`src/rtl/core_input_packer.sv`:
```
// Packs a byte stream into 32-bit little-endian words of a 16-word block buffer and
// appends 0x80 padding, zero fill and a 32-bit big-endian bit count in word 15.
module core_input_packer (
  input  logic        clk,
  input  logic        rst,
  input  logic [7:0]  in_data,
  input  logic        in_valid,
  input  logic        in_last,
  output logic        in_ready,
  output logic        wr_en,
  output logic [3:0]  wr_addr,
  output logic [31:0] dout,
  output logic        blk_ready,
  output logic        blk_last,
  input  logic        blk_ack
);

  typedef enum logic [2:0] {StData, StPad, StZero, StLen, StWaitAck} state_t;

  state_t      state_q, state_d;
  logic [31:0] word_q, word_d;
  logic [1:0]  lane_q, lane_d;
  logic [3:0]  addr_q, addr_d;
  logic [15:0] cnt_q, cnt_d;
  logic        pad_pending_q, pad_pending_d;
  logic        len_pending_q, len_pending_d;
  logic        wr_en_q, wr_en_d;
  logic [3:0]  wr_addr_q, wr_addr_d;
  logic [31:0] dout_q, dout_d;
  logic        len_wr_q, len_wr_d;
  logic        blk_ready_q, blk_ready_d;
  logic        blk_last_q, blk_last_d;

  logic        ack;
  logic [31:0] bits;

  assign ack  = blk_ack & blk_ready_q;
  assign bits = {13'd0, cnt_q, 3'd0};

  always_comb begin
    state_d       = state_q;
    word_d        = word_q;
    lane_d        = lane_q;
    addr_d        = addr_q;
    cnt_d         = cnt_q;
    pad_pending_d = pad_pending_q;
    len_pending_d = len_pending_q;
    wr_en_d       = 1'b0;
    wr_addr_d     = wr_addr_q;
    dout_d        = dout_q;
    len_wr_d      = 1'b0;
    blk_ready_d   = blk_ready_q;
    blk_last_d    = blk_last_q;

    // blk_ready follows the registered word-15 write by one cycle
    if (wr_en_q && (wr_addr_q == 4'd15)) begin
      blk_ready_d = 1'b1;
      blk_last_d  = len_wr_q;
    end else if (ack) begin
      blk_ready_d = 1'b0;
      blk_last_d  = 1'b0;
    end

    unique case (state_q)
      StData: begin
        if (in_valid) begin
          cnt_d                         = cnt_q + 16'd1;
          word_d[{lane_q, 3'b000} +: 8] = in_data;
          lane_d                        = lane_q + 2'd1;
          if (lane_q == 2'd3) begin
            wr_en_d   = 1'b1;
            wr_addr_d = addr_q;
            dout_d    = {in_data, word_q[23:0]};
            addr_d    = addr_q + 4'd1;
            word_d    = 32'd0;
          end
          if ((lane_q == 2'd3) && (addr_q == 4'd15)) begin
            state_d       = StWaitAck;
            pad_pending_d = in_last;
          end else if (in_last) begin
            state_d = StPad;
          end
        end
      end
      StPad: begin
        wr_en_d       = 1'b1;
        wr_addr_d     = addr_q;
        dout_d        = word_q | (32'h80 << {lane_q, 3'b000});
        addr_d        = addr_q + 4'd1;
        word_d        = 32'd0;
        lane_d        = 2'd0;
        pad_pending_d = 1'b0;
        if (addr_q == 4'd15) begin
          state_d       = StWaitAck;
          len_pending_d = 1'b1;
        end else if (addr_q == 4'd13) begin
          state_d = StLen;
        end else begin
          state_d = StZero;
        end
      end
      StZero: begin
        wr_en_d   = 1'b1;
        wr_addr_d = addr_q;
        dout_d    = 32'd0;
        addr_d    = addr_q + 4'd1;
        if (addr_q == 4'd15) begin
          state_d       = StWaitAck;
          len_pending_d = 1'b1;
        end else if (addr_q == 4'd13) begin
          state_d = StLen;
        end
      end
      StLen: begin
        wr_en_d   = 1'b1;
        wr_addr_d = addr_q;
        addr_d    = addr_q + 4'd1;
        dout_d    = 32'd0;
        if (addr_q == 4'd15) begin
          // Bit count goes out most-significant byte first in lane 0
          dout_d   = {bits[7:0], bits[15:8], bits[23:16], bits[31:24]};
          len_wr_d = 1'b1;
          state_d  = StWaitAck;
        end
      end
      StWaitAck: begin
        if (ack) begin
          if (blk_last_q) begin
            state_d       = StData;
            cnt_d         = 16'd0;
            word_d        = 32'd0;
            lane_d        = 2'd0;
            addr_d        = 4'd0;
            pad_pending_d = 1'b0;
            len_pending_d = 1'b0;
          end else if (pad_pending_q) begin
            state_d = StPad;
          end else if (len_pending_q) begin
            state_d       = StZero;
            len_pending_d = 1'b0;
          end else begin
            state_d = StData;
          end
        end
      end
      default: state_d = StData;
    endcase
  end

  always_ff @(posedge clk or posedge rst) begin
    if (rst) begin
      state_q       <= StData;
      word_q        <= 32'd0;
      lane_q        <= 2'd0;
      addr_q        <= 4'd0;
      cnt_q         <= 16'd0;
      pad_pending_q <= 1'b0;
      len_pending_q <= 1'b0;
      wr_en_q       <= 1'b0;
      wr_addr_q     <= 4'd0;
      dout_q        <= 32'd0;
      len_wr_q      <= 1'b0;
      blk_ready_q   <= 1'b0;
      blk_last_q    <= 1'b0;
    end else begin
      state_q       <= state_d;
      word_q        <= word_d;
      lane_q        <= lane_d;
      addr_q        <= addr_d;
      cnt_q         <= cnt_d;
      pad_pending_q <= pad_pending_d;
      len_pending_q <= len_pending_d;
      wr_en_q       <= wr_en_d;
      wr_addr_q     <= wr_addr_d;
      dout_q        <= dout_d;
      len_wr_q      <= len_wr_d;
      blk_ready_q   <= blk_ready_d;
      blk_last_q    <= blk_last_d;
    end
  end

  assign in_ready  = (state_q == StData);
  assign wr_en     = wr_en_q;
  assign wr_addr   = wr_addr_q;
  assign dout      = dout_q;
  assign blk_ready = blk_ready_q;
  assign blk_last  = blk_last_q;

endmodule

```
`config.mk`:
```
export PLATFORM = sky130hd
export DESIGN_NAME = core_input_packer
export DESIGN_NICKNAME = d
export VERILOG_FILES = /design/src/rtl/core_input_packer.sv
export SDC_FILE = /design/constraint.sdc
export NUM_CORES = 1
export LEC_CHECK = 0
export CORE_UTILIZATION = 50
export CTS_CLUSTER_SIZE = 8
export DETAILED_ROUTE_END_ITERATION = 12
export PLACE_DENSITY = 0.75
export SETUP_SLACK_MARGIN = 0.5
export SLEW_MARGIN = 10
export SYNTH_ARGS = -nofsm -noshare
export SYNTH_HDL_FRONTEND = slang
export SYNTH_SLANG_ARGS = --single-unit
```
`constraint.sdc`:
```
create_clock -name clk -period 3.3 [get_ports clk]
set_input_delay 0.825 -clock clk [delete_from_list [all_inputs] [get_ports clk]]
set_output_delay 0.825 -clock clk [all_outputs]
set_load 0.005 [all_outputs]
```
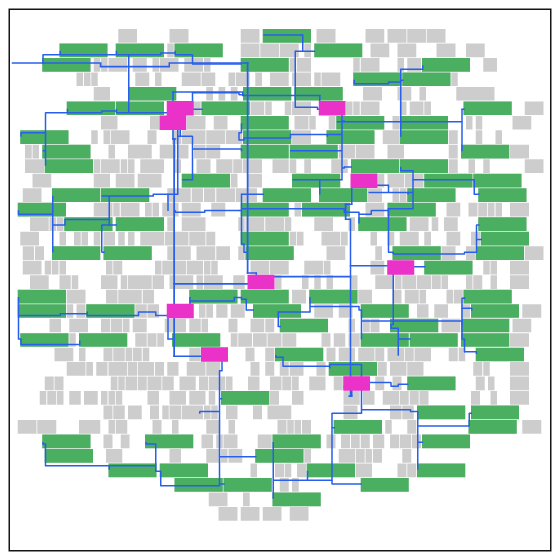
clock_wires.png
Key: clock-net drivers = magenta [count 9]; clock wires = blue [length 1150 um]; flip-flops = green [count 99]
Position of the flops: widely spread. There are 10 routed clock nets.

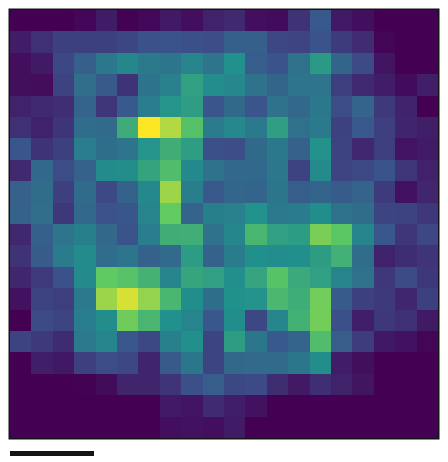
route_heat.png
Bar = 20 um. The die is cut into 20 by 20 equal tiles; dark purple is low, yellow is high, scaled to the fullest tile. Values are wire area over tile area, all layers added.
The densest ninth of the die: centre. The emptiest ninth of the die: south-east. 13% of the tiles are over half the peak.

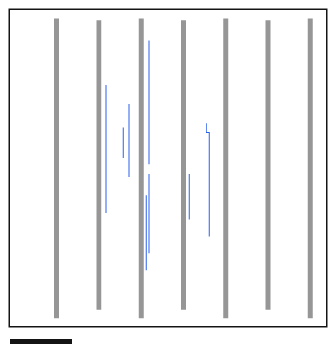
m4.png
Bar = 20 um. Supply wires on this layer in grey.
7 nets have wire on it. The layer holds 1.8% of the routed length. The layer carries 213 um of wire. The wires run mostly vertical. The longest straight run is 40.8 um.

==> notes.md <==
The run gives 99 for the number of clock sinks seen by CTS. For the via count of the first global-routing pass, the log shows 3927. The cts-stage hold buffer count is 0, and the post-cts sizing count is 0. The slowest stage of the critical path belongs to the cell sky130_fd_sc_hd__clkdlybuf4s50_1.

The run gives 0 as the number of antenna violations at the first check in global routing. The cell area power density is 784 nW/um^2. Leaving out buffers and inverters, the combinational logic in the layout accounts for 2190 um^2. With the area of the synthesized netlist per yosys stat at 4940 um^2, the height of the die is 101 um. Per the skew report, the later register of the worst-skew pair sees a clock latency of 0.38 ns. At the worst endpoint, the arrival time is 1.82 ns.

The area share of the largest cell type after synthesis was 0.501; the number of DRC markers after the initial detailed-route iteration was 212. The logs give 0.614 for the post-layout utilization of the core and 378 MHz for the achievable frequency. Clock tree synthesis inserted a total of 9 buffers. The run finished with clean final reports.

The post-synthesis async set-or-reset flop share is 1.00, and the number of placed cells counting well taps is 682. The region available for standard cell placement spans 9420 um^2. In this run, synthesis inferred 0 flip-flops with an integrated enable. Detailed placement finished with a half-perimeter wire length of 8450 um. For this sky-water flow run, the detailed-routed wirelength per cell is reported as 16.6 um.

Worst path buffer plus inverter count: 1. Relative to the synthesized area, the layout overhead comes to 16.9%. With the overall die width at 101 um, the share of the cycle needed by the critical path after routing is 0.802. Input and output buffers added on the ports amount to 52. The run gives 0.501 for the portion of the post-synthesis area used by sequential elements.

The number of warnings the tools reported works out to 34. The number of nets handed over by synthesis was 545. The run gives 0.0615 for the fraction of layout cells with a size suffix above 1. The largest total area in the synthesized netlist belongs to sky130_fd_sc_hd__dfrtp_1. The critical path class was flop to output pin. In this run, synthesis produced a sequential element count of 99. The total die size is 10300 um^2, and the remaining design rule violation count is 0.
## cell families after synthesis
group           count (synthesis)  share of synthesized area
compound gates                129                      0.173
xor+xnor                        3                    0.00532
fa+ha+maj                      11                     0.0279
buf+inv                        70                     0.0557
flops                          99                      0.501
mux                            34                     0.0691
simple gates                  175                      0.168
## cells in the mapped netlist, drive strengths merged (2+ instances only)
cell and count:
or4 2, o22ai 3, nor2 25, o31ai 15, and3 9, inv 38
buf 9, mux2i 33, nand4 4, a2111oi 2, and2 6, a211oi 4
ha 11, a221oi 3, a22oi 10, o211ai 4, or3 3, a31oi 5
nand2 85, xnor2 2, nand3 15, o41ai 2, nand2b 8, nor3 3
a21oi 15, clkbuf 22, a22o 8, nor2b 3, a41oi 5, o21ai 46
dfrtp 99, a211o 2, and4 4
## worst reg2reg max path, cell delays in order (launching register included)
cell and delay, ns:
sky130_fd_sc_hd__dfrtp_1 0.51, sky130_fd_sc_hd__inv_1 0.19, sky130_fd_sc_hd__ha_1 0.39, sky130_fd_sc_hd__nand2b_1 0.18
sky130_fd_sc_hd__a2111oi_1 0.81, sky130_fd_sc_hd__buf_4 0.27, sky130_fd_sc_hd__nand2_1 0.06, sky130_fd_sc_hd__mux2i_1 0.14
## through the flow
step	hold slack [ns]	area, um^2
2_1_floorplan	0.460	4940
3_3_place_gp	0.450	5590
3_5_place_dp	0.461	5590
4_1_cts	0.487	5780
5_1_grt	0.497	5780
6_report	0.476	5780
## per-layer routing
metal	vias to the layer above	GRT usage	wire length [um]
li1	1911	-	-
met1	1930	0.332	5220
met2	128	0.397	5510
met3	20	0.0455	668
met4	0	0.0870	213
met5	-	0	0
## state kept, by name, summed over array words and instances (netlist names)
signal         count
pad_pending_q      1
blk_last           1
word_q            32
state_q            3
cnt_q             16
len_pending_q      1
addr_q             4
wr_addr            4
dout              32
len_wr_q           1
lane_q             2
wr_en              1
blk_ready          1
## power by group
group,switching (mW),total [mW],internal [mW]
Combinational,1.15,2.01,0.855
Sequential,0.243,1.77,1.53
Clock,0.463,0.751,0.287
## path summary, 6_finish.rpt
path,from,to,slack [ns],cells past startpoint
worst max-delay path,state_q[1],in_ready,0.65,3
max in group asynchronous,rst,dout[23],1.71,3
worst max register to register,lane_q[0],word_q[27],0.66,7
worst min-delay path,dout[14],dout[14],0.48,2
min in group asynchronous,rst,dout[3],0.87,2
worst min register to register,dout[14],dout[14],0.48,2
## layout make-up
class                           instances  share of cell area
Clock buffer                            9              0.0214
Multi-Input combinational cell        352               0.379
Tap cell                              129              0.0279
Sequential cell                        99               0.429
Clock inverter                          7              0.0104
Inverter                               39              0.0260
Timing Repair Buffer                   63               0.107
Power figures rest on the tool's default switching activity, not on a simulated workload.
